===== src/rtl/mem_access_unit_if.sv =====
// CPU-side request/response bundle for mem_access_unit.
// Member names match the unit's CPU port names.
interface mem_access_unit_if #(
  parameter int ADDR_W = 10
);
  logic              req_valid;
  logic              req_ready;
  logic              req_we;
  logic [1:0]        req_size;
  logic              req_unsigned;
  logic [ADDR_W+1:0] req_addr;
  logic [31:0]       req_wdata;
  logic              resp_valid;
  logic [31:0]       resp_rdata;
  logic              resp_err;

  modport master (
    output req_valid, req_we, req_size, req_unsigned, req_addr, req_wdata,
    input  req_ready, resp_valid, resp_rdata, resp_err
  );

  modport slave (
    input  req_valid, req_we, req_size, req_unsigned, req_addr, req_wdata,
    output req_ready, resp_valid, resp_rdata, resp_err
  );
endinterface


===== src/rtl/mem_access_unit.sv =====
// Byte/halfword/word load-store unit in front of a 32-bit lane-enabled RAM.
// Halfword stores become two byte writes, so the RAM only ever sees sel 0,1,2,4,8,15.
module mem_access_unit #(
  parameter int ADDR_W = 10
) (
  input  logic              CLK,
  input  logic              RST,
  mem_access_unit_if.slave  cpu,
  output logic [ADDR_W-1:0] addres,
  output logic [31:0]       Din,
  output logic              MemWrite,
  output logic [3:0]        sel,
  input  logic [31:0]       Dout
);

  typedef enum logic [1:0] {IDLE, ACC0, ACC1, RESP} state_t;

  state_t            state_q, state_d;
  logic              we_q, we_d;
  logic [1:0]        size_q, size_d;
  logic              uns_q, uns_d;
  logic [1:0]        off_q, off_d;
  logic [7:0]        whi_q, whi_d;
  logic              err_q, err_d;
  logic [31:0]       rdata_q, rdata_d;
  logic [ADDR_W-1:0] addres_q, addres_d;
  logic [31:0]       din_q, din_d;

  function automatic logic is_bad(input logic [1:0] sz, input logic [1:0] off);
    is_bad = (sz == 2'd3) || (sz == 2'd1 && off[0]) || (sz == 2'd2 && off != 2'd0);
  endfunction

  function automatic logic [31:0] load_extract(input logic [31:0] w, input logic [1:0] sz,
                                               input logic [1:0] off, input logic uns);
    logic [31:0] sh;
    logic signed [7:0]  b;
    logic signed [15:0] h;
    sh = w >> {off, 3'b000};
    b  = sh[7:0];
    h  = sh[15:0];
    case (sz)
      2'd0:    load_extract = uns ? {24'd0, b} : {{24{b[7]}}, b};
      2'd1:    load_extract = uns ? {16'd0, h} : {{16{h[15]}}, h};
      default: load_extract = w;
    endcase
  endfunction

  always_comb begin
    state_d  = state_q;
    we_d     = we_q;
    size_d   = size_q;
    uns_d    = uns_q;
    off_d    = off_q;
    whi_d    = whi_q;
    err_d    = err_q;
    rdata_d  = rdata_q;
    addres_d = addres_q;
    din_d    = din_q;
    MemWrite = 1'b0;
    sel      = 4'd0;
    case (state_q)
      IDLE: begin
        if (cpu.req_valid) begin
          we_d   = cpu.req_we;
          size_d = cpu.req_size;
          uns_d  = cpu.req_unsigned;
          off_d  = cpu.req_addr[1:0];
          whi_d  = cpu.req_wdata[15:8];
          if (is_bad(cpu.req_size, cpu.req_addr[1:0])) begin
            err_d   = 1'b1;
            state_d = RESP;
          end else begin
            err_d    = 1'b0;
            state_d  = ACC0;
            addres_d = cpu.req_addr[ADDR_W+1:2];
            if (cpu.req_we)
              din_d = (cpu.req_size == 2'd2) ? cpu.req_wdata : {4{cpu.req_wdata[7:0]}};
          end
        end
      end
      ACC0: begin
        MemWrite = we_q;
        sel      = (!we_q || size_q == 2'd2) ? 4'hF : (4'b0001 << off_q);
        if (we_q && size_q == 2'd1) begin
          state_d = ACC1;
          din_d   = {4{whi_q}};
        end else begin
          state_d = RESP;
          if (!we_q) rdata_d = load_extract(Dout, size_q, off_q, uns_q);
        end
      end
      ACC1: begin
        MemWrite = 1'b1;
        sel      = 4'b0001 << (off_q + 2'd1);
        state_d  = RESP;
      end
      default: state_d = IDLE;
    endcase
    // A reset cycle must never reach the RAM, e.g. the high byte of an aborted halfword.
    if (RST) begin
      MemWrite = 1'b0;
      sel      = 4'd0;
    end
  end

  always_ff @(posedge CLK) begin
    if (RST) begin
      state_q  <= IDLE;
      we_q     <= 1'b0;
      size_q   <= 2'd0;
      uns_q    <= 1'b0;
      off_q    <= 2'd0;
      whi_q    <= 8'd0;
      err_q    <= 1'b0;
      rdata_q  <= 32'd0;
      addres_q <= '0;
      din_q    <= 32'd0;
    end else begin
      state_q  <= state_d;
      we_q     <= we_d;
      size_q   <= size_d;
      uns_q    <= uns_d;
      off_q    <= off_d;
      whi_q    <= whi_d;
      err_q    <= err_d;
      rdata_q  <= rdata_d;
      addres_q <= addres_d;
      din_q    <= din_d;
    end
  end

  assign cpu.req_ready  = (state_q == IDLE);
  assign cpu.resp_valid = (state_q == RESP);
  assign cpu.resp_err   = (state_q == RESP) && err_q;
  assign cpu.resp_rdata = rdata_q;
  assign addres         = addres_q;
  assign Din            = din_q;

endmodule


===== src/flat_wrapper.sv =====
// flat-port wrapper written by rule: the top's interface ports become plain ports
module mem_access_unit_flat 
#(
  parameter int ADDR_W = 10
)
  (CLK, RST, addres, Din, MemWrite, sel, Dout, cpu_req_valid, cpu_req_we, cpu_req_size, cpu_req_unsigned, cpu_req_addr, cpu_req_wdata, cpu_req_ready, cpu_resp_valid, cpu_resp_rdata, cpu_resp_err);
  mem_access_unit_if #(.ADDR_W(ADDR_W)) cpu_i ();
  input  logic CLK;
  input  logic RST;
  output logic [ADDR_W-1:0] addres;
  output logic [31:0] Din;
  output logic MemWrite;
  output logic [3:0] sel;
  input  logic [31:0] Dout;
  input wire logic [$bits(cpu_i.req_valid)-1:0] cpu_req_valid;
  input wire logic [$bits(cpu_i.req_we)-1:0] cpu_req_we;
  input wire logic [$bits(cpu_i.req_size)-1:0] cpu_req_size;
  input wire logic [$bits(cpu_i.req_unsigned)-1:0] cpu_req_unsigned;
  input wire logic [$bits(cpu_i.req_addr)-1:0] cpu_req_addr;
  input wire logic [$bits(cpu_i.req_wdata)-1:0] cpu_req_wdata;
  output wire logic [$bits(cpu_i.req_ready)-1:0] cpu_req_ready;
  output wire logic [$bits(cpu_i.resp_valid)-1:0] cpu_resp_valid;
  output wire logic [$bits(cpu_i.resp_rdata)-1:0] cpu_resp_rdata;
  output wire logic [$bits(cpu_i.resp_err)-1:0] cpu_resp_err;
  assign cpu_i.req_valid = cpu_req_valid;
  assign cpu_i.req_we = cpu_req_we;
  assign cpu_i.req_size = cpu_req_size;
  assign cpu_i.req_unsigned = cpu_req_unsigned;
  assign cpu_i.req_addr = cpu_req_addr;
  assign cpu_i.req_wdata = cpu_req_wdata;
  assign cpu_req_ready = cpu_i.req_ready;
  assign cpu_resp_valid = cpu_i.resp_valid;
  assign cpu_resp_rdata = cpu_i.resp_rdata;
  assign cpu_resp_err = cpu_i.resp_err;
  mem_access_unit #(.ADDR_W(ADDR_W)) u_core (.CLK(CLK), .RST(RST), .cpu(cpu_i), .addres(addres), .Din(Din), .MemWrite(MemWrite), .sel(sel), .Dout(Dout));
endmodule

===== config.mk =====
export PLATFORM = sky130hd
export DESIGN_NAME = mem_access_unit_flat
export DESIGN_NICKNAME = d
export VERILOG_FILES = /design/src/rtl/mem_access_unit_if.sv /design/src/rtl/mem_access_unit.sv /design/src/flat_wrapper.sv
export SDC_FILE = /design/constraint.sdc
export NUM_CORES = 1
export LEC_CHECK = 0
export CORE_MARGIN = 5
export CORE_UTILIZATION = 34
export CTS_BUF_LIST = sky130_fd_sc_hd__clkbuf_4 sky130_fd_sc_hd__clkbuf_8 sky130_fd_sc_hd__clkbuf_16
export DETAILED_ROUTE_END_ITERATION = 16
export PLACE_DENSITY = 0.72
export SLEW_MARGIN = 20
export SYNTH_ARGS = -nofsm -noshare
export SYNTH_HDL_FRONTEND = slang
export SYNTH_SLANG_ARGS = --single-unit

===== constraint.sdc =====
create_clock -name CLK -period 2.45 [get_ports CLK]
set_input_delay 0.49 -clock CLK [delete_from_list [all_inputs] [get_ports CLK]]
set_output_delay 0.49 -clock CLK [all_outputs]
set_load 0.005 [all_outputs]

==> run_results.csv <==
group,metric,value,unit
status,outcome,"finished, final reports clean",
clocking,clk_path_buf_depth,2,
sta,fin_crit,2.381,ns
critical_path,r2r-end,"u_core.Din[15]",
grt,busiest_layer,"met2",
sta,fin_ws,0.06866,ns
routing,avgViaCountPerCell,5.566,
synthesis,top_area_cell,"dfxtp_1",
critical_path,path_class,"flip-flop to primary output",
finish,num-multi-input-gates,371,
synthesis,synth-simple-area-share,0.1111,
routing,wl_per_cell,18.58,microns
synthesis,yosysCellCount,516,
pwr,powerComb,0.00299,W
synthesis,ys_area,0.004438,sq mm
critical_path,r2r_start,"u_core.state_q[0]",
critical_path,critPathLaunchType,"flip-flop",
grt,grt_usage,0.1929,
synthesis,syn_avg_cell_area,8.601,sq um
synthesis,synth_warnings,0,
critical_path,r2r_slack,0.16,ns
clocking,clock-sinks,91,
routing,wl_met3,1.233,mm
worst_hold_path,hold_end,"u_core.whi_q[7]",
run,cap_violations,0,
synthesis,ys_types,43,
grt,antenna_found_initial,0,
pwr,p_total,0.006569,W
place,numPlacedInstances,825,
synthesis,top_cells_by_count,"91 x dfxtp_1, 89 x a21oi_1, 56 x nand2_1, 41 x o21ai_0, 28 x clkbuf_1",
clocking,ctsHtreeMaxLevel,3,
worst_hold_path,hold_start,"u_core.whi_q[7]",
die,die_y,124.3,microns
grt,grt_max_degree,40,
pwr,pwr-share-comb,0.455,
synthesis,top_cell,"dfxtp_1",
routing,antenna_left,0,
worst_hold_path,hp-class,"flip-flop to flip-flop",
critical_path,slowest_stage,"clkdlybuf4s50_1",
pwr,seq_power_share,0.332,
sta,setup_violations,0,
die,ios,165,
synthesis,topCellsByArea,"dfxtp_1 41%, a21oi_1 10%, mux2i_1 5.0%",
pwr,swShare,0.3570,
run,warnings,29,
synthesis,synthAdderAreaFrac,0.01128,
finish,instances_no_fill,841,
critical_path,path_buffers,2,
finish,clkbuf_count,11,
sta,worst_slew_pin_slew,1.072,ns
routing,routed_wl,15.63,mm
synthesis,ff_type,"dfxtp_1",
clocking,postCtsHoldBufs,0,
routing,drtIter0Drc,400,
synthesis,top_cell_area_share,0.4105,
finish,mostFrequentLayoutCell,"clkdlybuf4s50_1",
grt,grt_use_met1,0.2414,
finish,fin_nets,752,
finish,dominant-cell-class,"multi-input combinational cells",
sta,fmax,419.9,MHz
finish,buf_share,0.2780,
finish,n_all_inverters,6,
synthesis,synth-seq-cells,91,
synthesis,synthCells,516,
routing,dr.max_layer_used,"met4",
routing,num_vias,4681,
routing,firstDrtPassIters,9,
sta,finalSetupTns,0,ns
critical_path,critPathMaxStageDelay,0.53,ns
synthesis,synth_nets,603,
grt,grt_pass1_vias,4661,
clocking,ctsResizeCount,4,
sta,finalCritPeriodShare,0.9720,
die,fp-utilization,0.3488,
sta,slew_headroom,0.2804,
sta,slew_violations,0,
routing,wl_met1,6.636,mm
critical_path,crit_cells,5,
routing,dr_wl_met2,7.451,mm
finish,fillers,1173,
clocking,cts_setup_buffers,0,
critical_path,arrival,1.89,ns
finish,area_share_clock_buf_inv,0.04503,
synthesis,edf_count,0,
clocking,path_clk_slew,0.06,ns
synthesis,synthAoiAreaFrac,0.3448,
critical_path,crit_family,"buffers and inverters",
grt,grtUsageMet3,0.06346,
critical_path,path_cells,"inv_1 -> ha_1 -> nand2_2 -> a21oi_1 -> clkdlybuf4s50_1",
die,die_w,124.3,microns
clocking,clockRootBuffer,"clkbuf_16",
synthesis,synthXorXnorAreaFrac,0,
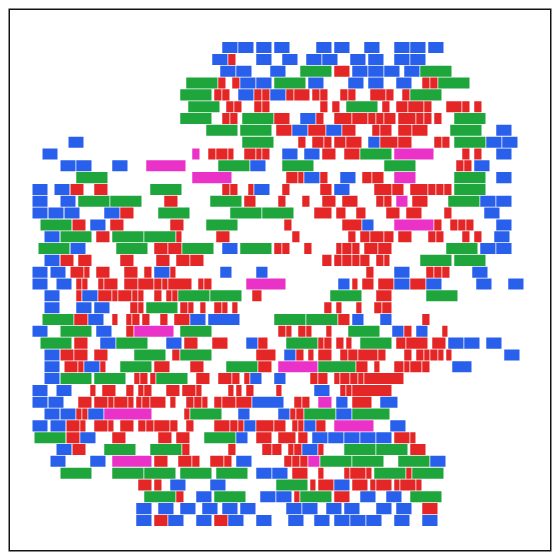
(placed cells, one color a class)
Key: clock drivers and dummy loads = magenta [cells 15, share of their area 4.7%]; remaining logic cells = red [cells 377, share of their area 38%]; remaining buffers and delay cells = blue [cells 186, share of their area 29%]; sequential cells = green [cells 91, share of their area 29%]
Seq area share: 0.2766
core area: 0.01272 sq mm
final non-filler cell area: 0.006613 sq mm
num rows: 41

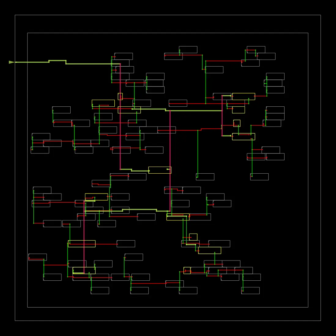
(clock nets)
Clock group: 0.00140 W
total CTS buffers: 9
Clk Latency, worst-skew pair: 0.35 ns
Flop Count: 91
Clock Skew: 0.009798 ns

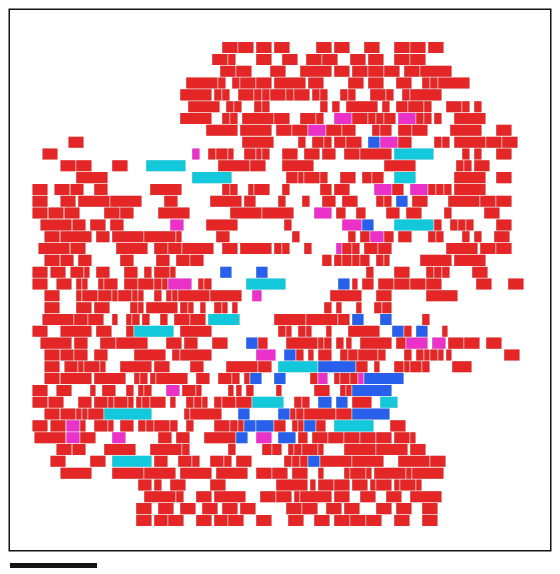
(drive-strength map)
Scale bar: 20 microns.
Key: x2 = magenta [cells 24]; x1 and smaller = red [cells 603]; x3 and x4 = blue [cells 28]; x6 and larger = cyan [cells 14]

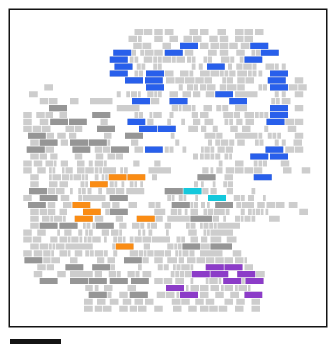
(register map, names as in the netlist)
Scale bar: 20 microns. Other sequential cells in the stronger gray, the rest of the logic in the fainter gray.
Key: `u_core.addres` = purple [flops 10]; `u_core.cpu.resp_rdata` = blue [flops 32]; `u_core.size_q` = cyan [flops 2]; `u_core.whi_q` = orange [flops 8]
Final Util: 0.5198
FF+latch area: 0.001829 sq mm
Flop+latch power: 0.00218 W

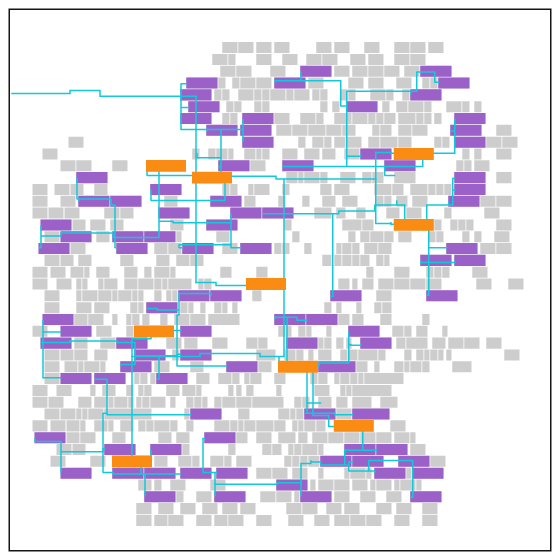
(clock network drawn from the DEF)
Key: clock-net drivers = orange [count 9]; clock wires = cyan [length 1150 microns]; flip-flops = purple [count 91]
There are 10 routed clock nets. Position of the flops: widely spread.

No activity file was given, so power comes from the tool's default toggle rates.
